--- src/rtl/alu_issue.sv ---
// Single-issue front end for an external multi-cycle ALU: owns an 8x16 register
// file, issues one instruction at a time and writes the ALU result back.
module alu_issue #(
  parameter int WAIT_LIMIT = 15
) (
  input  logic        clk,
  input  logic        reset,
  input  logic        instr_valid,
  output logic        instr_ready,
  input  logic [2:0]  instr_op,
  input  logic [2:0]  instr_dst,
  input  logic [2:0]  instr_srca,
  input  logic [2:0]  instr_srcb,
  output logic [2:0]  alu_control,
  output logic        alu_load,
  output logic [15:0] alu_din_a,
  output logic [15:0] alu_din_b,
  input  logic        alu_valid,
  input  logic [15:0] alu_dout,
  input  logic        wr_en,
  input  logic [2:0]  wr_addr,
  input  logic [15:0] wr_data,
  input  logic [2:0]  rd_addr,
  output logic [15:0] rd_data,
  output logic        busy,
  output logic        done,
  output logic        err
);

  typedef enum logic [1:0] {
    S_IDLE  = 2'd0,
    S_ISSUE = 2'd1,
    S_WAIT  = 2'd2
  } state_t;

  localparam int CW = (WAIT_LIMIT < 2) ? 1 : $clog2(WAIT_LIMIT + 1);
  localparam logic [CW-1:0] WAIT_LAST = CW'(WAIT_LIMIT - 1);

  state_t        state, next_state;
  logic [CW-1:0] wait_cnt;
  logic [15:0]   regs [8];
  logic [2:0]    op_q, dst_q, srca_q, srcb_q;
  logic          accept, wb_en, fin, fin_err;
  logic          done_q, err_q;

  function automatic logic op_legal(input logic [2:0] op);
    return op inside {3'b001, 3'b010, 3'b011};
  endfunction

  // NOTE: sequential state uses non-blocking assignments so every register
  // samples pre-edge values regardless of block evaluation order.
  always_ff @(posedge clk) begin
    if (reset) begin
      state    <= S_IDLE;
      wait_cnt <= '0;
      done_q   <= 1'b0;
      err_q    <= 1'b0;
    end else begin
      state    <= next_state;
      wait_cnt <= (state == S_WAIT) ? wait_cnt + 1'b1 : '0;
      done_q   <= fin;
      err_q    <= fin_err;
    end
  end

  // Instruction fields are only consumed after a qualified accept.
  always_ff @(posedge clk) begin
    if (accept) begin
      op_q   <= instr_op;
      dst_q  <= instr_dst;
      srca_q <= instr_srca;
      srcb_q <= instr_srcb;
    end
  end

  // NOTE: the register file is cleared by reset because software reads R0..R7
  // straight after reset and expects zeros; most RAM-like arrays stay unreset.
  always_ff @(posedge clk) begin
    if (reset) begin
      for (int i = 0; i < 8; i++) regs[i] <= '0;
    end else if (wb_en) begin
      regs[dst_q] <= alu_dout;
    end else if (wr_en && state == S_IDLE) begin
      regs[wr_addr] <= wr_data;
    end
  end

  // NOTE: every output of this block gets a default first, so no path can
  // leave a variable unassigned and infer a latch.
  always_comb begin
    next_state  = state;
    accept      = 1'b0;
    wb_en       = 1'b0;
    fin         = 1'b0;
    fin_err     = 1'b0;
    instr_ready = 1'b0;
    alu_load    = 1'b0;
    alu_control = '0;
    alu_din_a   = '0;
    alu_din_b   = '0;
    case (state)
      S_IDLE: begin
        instr_ready = 1'b1;
        if (instr_valid) begin
          accept = 1'b1;
          if (op_legal(instr_op)) begin
            next_state = S_ISSUE;
          end else begin
            fin     = 1'b1;
            fin_err = 1'b1;
          end
        end
      end
      S_ISSUE: begin
        alu_load    = 1'b1;
        alu_control = op_q;
        alu_din_a   = regs[srca_q];
        alu_din_b   = regs[srcb_q];
        next_state  = S_WAIT;
      end
      S_WAIT: begin
        if (alu_valid) begin
          wb_en      = 1'b1;
          fin        = 1'b1;
          next_state = S_IDLE;
        end else if (wait_cnt == WAIT_LAST) begin
          fin        = 1'b1;
          fin_err    = 1'b1;
          next_state = S_IDLE;
        end
      end
      default: next_state = S_IDLE;
    endcase
    // Outputs read as inactive for the whole reset cycle, not just after the edge.
    if (reset) begin
      accept      = 1'b0;
      wb_en       = 1'b0;
      fin         = 1'b0;
      fin_err     = 1'b0;
      instr_ready = 1'b0;
      alu_load    = 1'b0;
      alu_control = '0;
      alu_din_a   = '0;
      alu_din_b   = '0;
    end
  end

  assign rd_data = regs[rd_addr];
  assign busy    = (state != S_IDLE) && !reset;
  assign done    = done_q && !reset;
  assign err     = err_q && done_q && !reset;

endmodule

--- config.mk ---
export PLATFORM = sky130hd
export DESIGN_NAME = alu_issue
export DESIGN_NICKNAME = d
export VERILOG_FILES = /design/src/rtl/alu_issue.sv
export SDC_FILE = /design/constraint.sdc
export NUM_CORES = 1
export LEC_CHECK = 0
export CAP_MARGIN = 10
export CELL_PAD_IN_SITES_DETAIL_PLACEMENT = 1
export CELL_PAD_IN_SITES_GLOBAL_PLACEMENT = 2
export CORE_MARGIN = 4
export CORE_UTILIZATION = 39
export DETAILED_ROUTE_END_ITERATION = 8
export PLACE_DENSITY = 0.82
export SLEW_MARGIN = 20
export SYNTH_ARGS = -nofsm -noshare
export SYNTH_HDL_FRONTEND = slang
export SYNTH_SLANG_ARGS = --single-unit
--- constraint.sdc ---
create_clock -name clk -period 3 [get_ports clk]
set_input_delay 0.3 -clock clk [delete_from_list [all_inputs] [get_ports clk]]
set_output_delay 0.3 -clock clk [all_outputs]
set_load 0.05 [all_outputs]
==> metrics.csv, run 1 <==
stage,metric,value,unit
outcome,outcome,"finished, final reports clean",
power,net switching component of the power,1570,uW
critical_path,reg2reg path depth,6,
grt,maximum number of pins on one net before global-route repair,34,
clock_network,root buf cell,clkbuf_16,
drt,Final ANT Viol Nets,0,
floorplanning,chip footprint,25100,um^2
synth,Complex Gates by Area,0.369,%
synth,synth top area cells,"edfxtp_1 48%, mux4_2 25%, nor2_1 7.1%",
finish,multi-input combinational area share,35.9,%
clock_network,H-tree depth,4,
finish,"commonest cells after routing, fill and taps aside","167 x nor2_1, 140 x edfxtp_1, 96 x mux4_2, 67 x buf_4, 57 x clkdlybuf4s50_1",
finish,design area,11300,um^2
drt,drc violations,0,
grt,Overflow after GRT,0,
synth,cell count listed in synth_stat.txt,585,
power,worst vdd ir,336,uV
synth,post-synthesis async set-or-reset flop share,0,%
sta,crit share post-route,89.4,%
sta,worst rel slew slack,50.7,%
finish,total inserted antenna cells,0,
drt,routed wire length,25500,um
synth,yosys-reported design area after synthesis,8810,um^2
synth,"Simple Share, Synth",11.2,%
sta,Fmax,373,MHz
synth,"count leader, synth",nor2_1,
grt,global-route usage over all layers,21.2,%
drt,overall via count from detail_route,5887,
clock_network,CTS tree,built,
synth,"Seq/Total Area, Yosys",50.9,%
critical_path,Startpoint Class,flop,
critical_path,destination of the worst register-to-register timing path,regs[0][8],
floorplanning,row cnt,54,
hold_path,Worst Hold Endpoint,dst_q[2],
run 1: registers in the layout, indices dropped and copies added (netlist names), named ones only:
signal	count
op_q	3
dst_q	3
regs	128
srcb_q	3
done_q	1
wait_cnt	4
state	2
err_q	1
srca_q	3
run 1: metrics by stage:
step	util, %	cells	hold WS, ps	worst slack [ps]
after floorplan	-	585	399	138
after global placement	48.6	981	439	319
after detailed placement	48.6	981	461	194
after CTS	51.3	1013	416	254
after global routing	51.3	1013	408	135
final	51.3	1013	434	319
run 1: worst max-delay path, cell delays in order, from the launching register on:
cell and delay [ps]:
dfxtp_1 530, nand2b_1 170, or2_2 610, inv_1 230, and2_1 230, buf_4 190
run_1/drive_strength.png
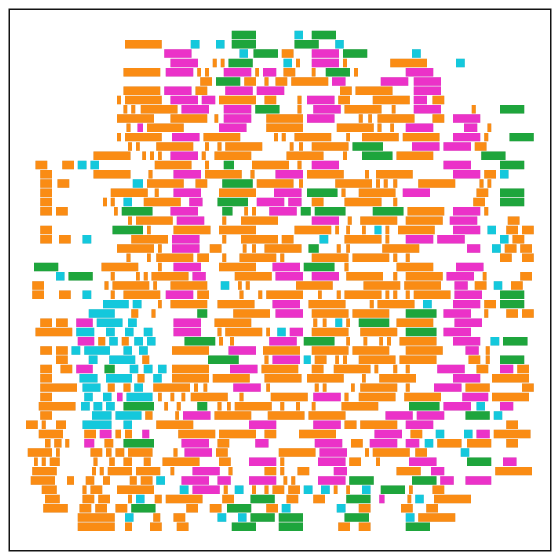
color	size	cells
green	drive 6 and up	63
magenta	drive 2	129
cyan	drive 3 to 4	84
orange	drive 1 or less	457
post-layout worst setup margin: 319 ps
layout-stage area growth over the synthesis result: 28.1%

run_1/final_clocks.png
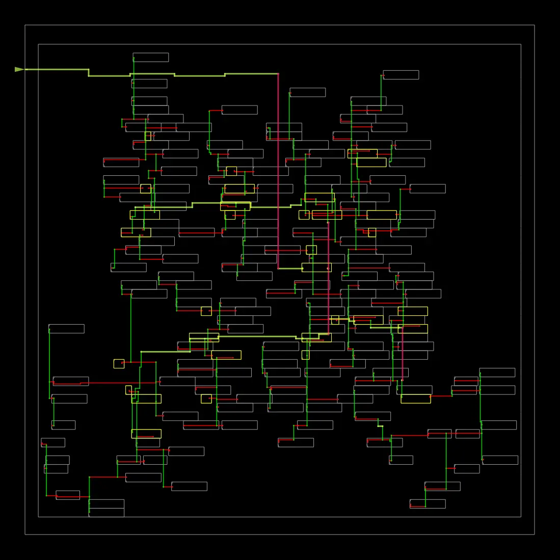
later-pin clock latency in the skew report: 420 ps
Clk. pwr: 2080 uW
number of sequential cells: 154
Clock Buffer Count: 19
sink count of the clock tree: 154

run_1/cell_classes.png
The bar under the picture is 50 um long. Fill, decap, tap and diode cells in gray.
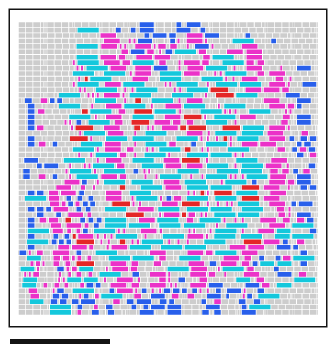
color	class	cells	share of their area
blue	other buffers and delay cells	162	17%
red	clock drivers and dummy loads	32	5.2%
cyan	flops	154	41%
magenta	all other logic	385	37%

run_1/met2.png
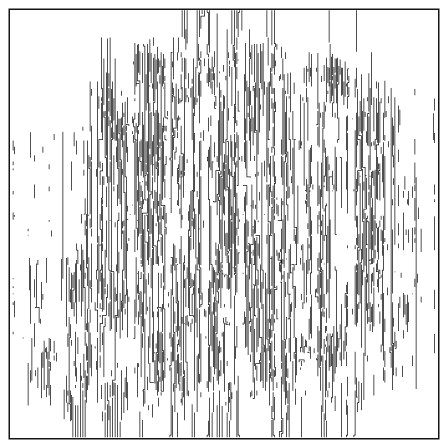

==> run 2, diff against run 1 <==
- HOLD_SLACK_MARGIN: default -> 0.15
- SLEW_MARGIN: 20 -> 30
- clock period: 3 -> 3.4 ns (I/O delays scaled with it)
run_2/met2.png
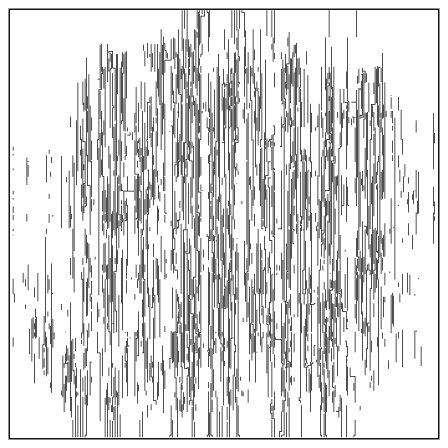
nets with wire on the layer	712
main direction	vertical
wire length on this layer	14,700 um
overall via count from detail_route: 5,755
GR Layer Usage met2: 40.1%
routed wire length: 25,900 um

run_2/cell_classes.png
The bar under the picture is 50 um long. Fill, decap, tap and diode cells in gray.
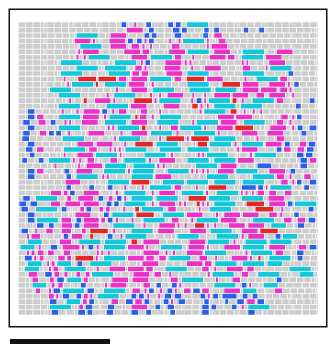
color	class	cells	share of their area
red	clock drivers and dummy loads	32	5.3%
magenta	all other logic	385	39%
cyan	flops	154	43%
blue	other buffers and delay cells	149	12%

==> metrics.csv, run 2 <==
stage,metric,value,unit,change
critical_path,cell type group with the largest total delay on the critical path,multiplexers,,was simple AND/OR/NAND/NOR gates
grt,Overflow after GRT,0,,unchanged
finish,multi-input combinational area share,37.7,%,was 35.9%
power,net switching component of the power,1340,uW,was 1570 uW
finish,"commonest cells after routing, fill and taps aside","167 x nor2_1, 140 x edfxtp_1, 96 x mux4_2, 88 x buf_4, 57 x clkdlybuf4s50_1",,"was 167 x nor2_1, 140 x edfxtp_1, 96 x mux4_2, 67 x buf_4, 57 x clkdlybuf4s50_1"
critical_path,destination of the worst register-to-register timing path,regs[3][8],,was regs[0][8]
placed_design,minimum setup slack after placement,489,ps,was 194 ps
drt,Final ANT Viol Nets,0,,unchanged
sta,crit share post-route,82.9,%,
clock_network,later-pin clock latency in the skew report,420,ps,about the same
synth,synth top area cells,"edfxtp_1 48%, mux4_2 25%, nor2_1 7.1%",,unchanged
power,worst vdd ir,317,uV,was 336 uV
critical_path,reg2reg path depth,6,,unchanged
synth,"Simple Share, Synth",11.2,%,unchanged
drt,total met3 wirelength after detailed routing,1490,um,was 1110 um
finish,total inserted antenna cells,0,,unchanged
grt,global-route usage over all layers,21.4,%,was 21.2%
clock_network,root buf cell,clkbuf_16,,unchanged
clock_network,sink count of the clock tree,154,,unchanged
sta,Fmax,355,MHz,
critical_path,required time of the critical path,3060,ps,was 2700 ps
floorplanning,row cnt,54,,unchanged
critical_path,"Largest stage delay, worst path",670,ps,was 610 ps
synth,yosys-reported design area after synthesis,8810,um^2,unchanged
critical_path,cell-by-cell trace of the critical path,"buf_12, mux4_2, mux2i_1, nor2_1, buf_4",,"was nand2b_1, or2_2, inv_1, and2_1, buf_4"
critical_path,"Max stage delay cell, worst path",dfxtp_2,,was or2_2
synth,Complex Gates by Area,0.369,%,unchanged
finish,Largest register FFs,128,,unchanged
clock_network,H-tree depth,4,,unchanged
floorplanning,chip footprint,25100,um^2,unchanged
drt,drc violations,0,,unchanged
sta,worst rel slew slack,38.4,%,was 50.7%
synth,"count leader, synth",nor2_1,,unchanged
sta,post-layout worst setup margin,583,ps,was 319 ps
finish,largest reg by FF count,regs,,unchanged
outcome,outcome,"finished, final reports clean",,unchanged
synth,post-synthesis async set-or-reset flop share,0,%,unchanged
finish,largest registers,"regs (128), wait_cnt (4)",,unchanged
grt,via count of the first global-routing pass,6651,,"was 6,589"
hold_path,Worst Hold Endpoint,dst_q[1],,was dst_q[2]
power,combinational group power,924,uW,was 1110 uW
synth,"Seq/Total Area, Yosys",50.9,%,unchanged
power,Clk. pwr,1780,uW,was 2080 uW
grt,maximum number of pins on one net before global-route repair,33,,was 34
run 2: per-stage QoR:
stage	instance area, um^2	util, %	hold slack (ps)	cells	power (uW)
detailed placement	10200	46.3	465	968	3230
CTS	10700	48.8	446	1000	5010
global placement	10200	46.3	438	968	3190
floorplan	8810	-	430	585	2890
global route	10700	48.8	452	1000	5140
finish	10700	48.8	468	1000	4960
run 2: worst max-delay path by stage:
| stage | startpoint | endpoint | slack (ps) | depth (start not counted) |
|---|---|---|---|---|
| final | flop | alu_din_b[2] | 580 | 5 |
| after global routing | flop | alu_din_b[2] | 390 | 5 |
| after CTS | flop | alu_din_b[2] | 500 | 5 |
| after detailed placement | reset | regs[3][8] | 490 | 7 |
| after global placement | reset | regs[2][10] | 560 | 7 |
| after floorplan | reset | flop | 500 | 5 |
Power figures rest on the tool's default switching activity, not on a simulated workload.
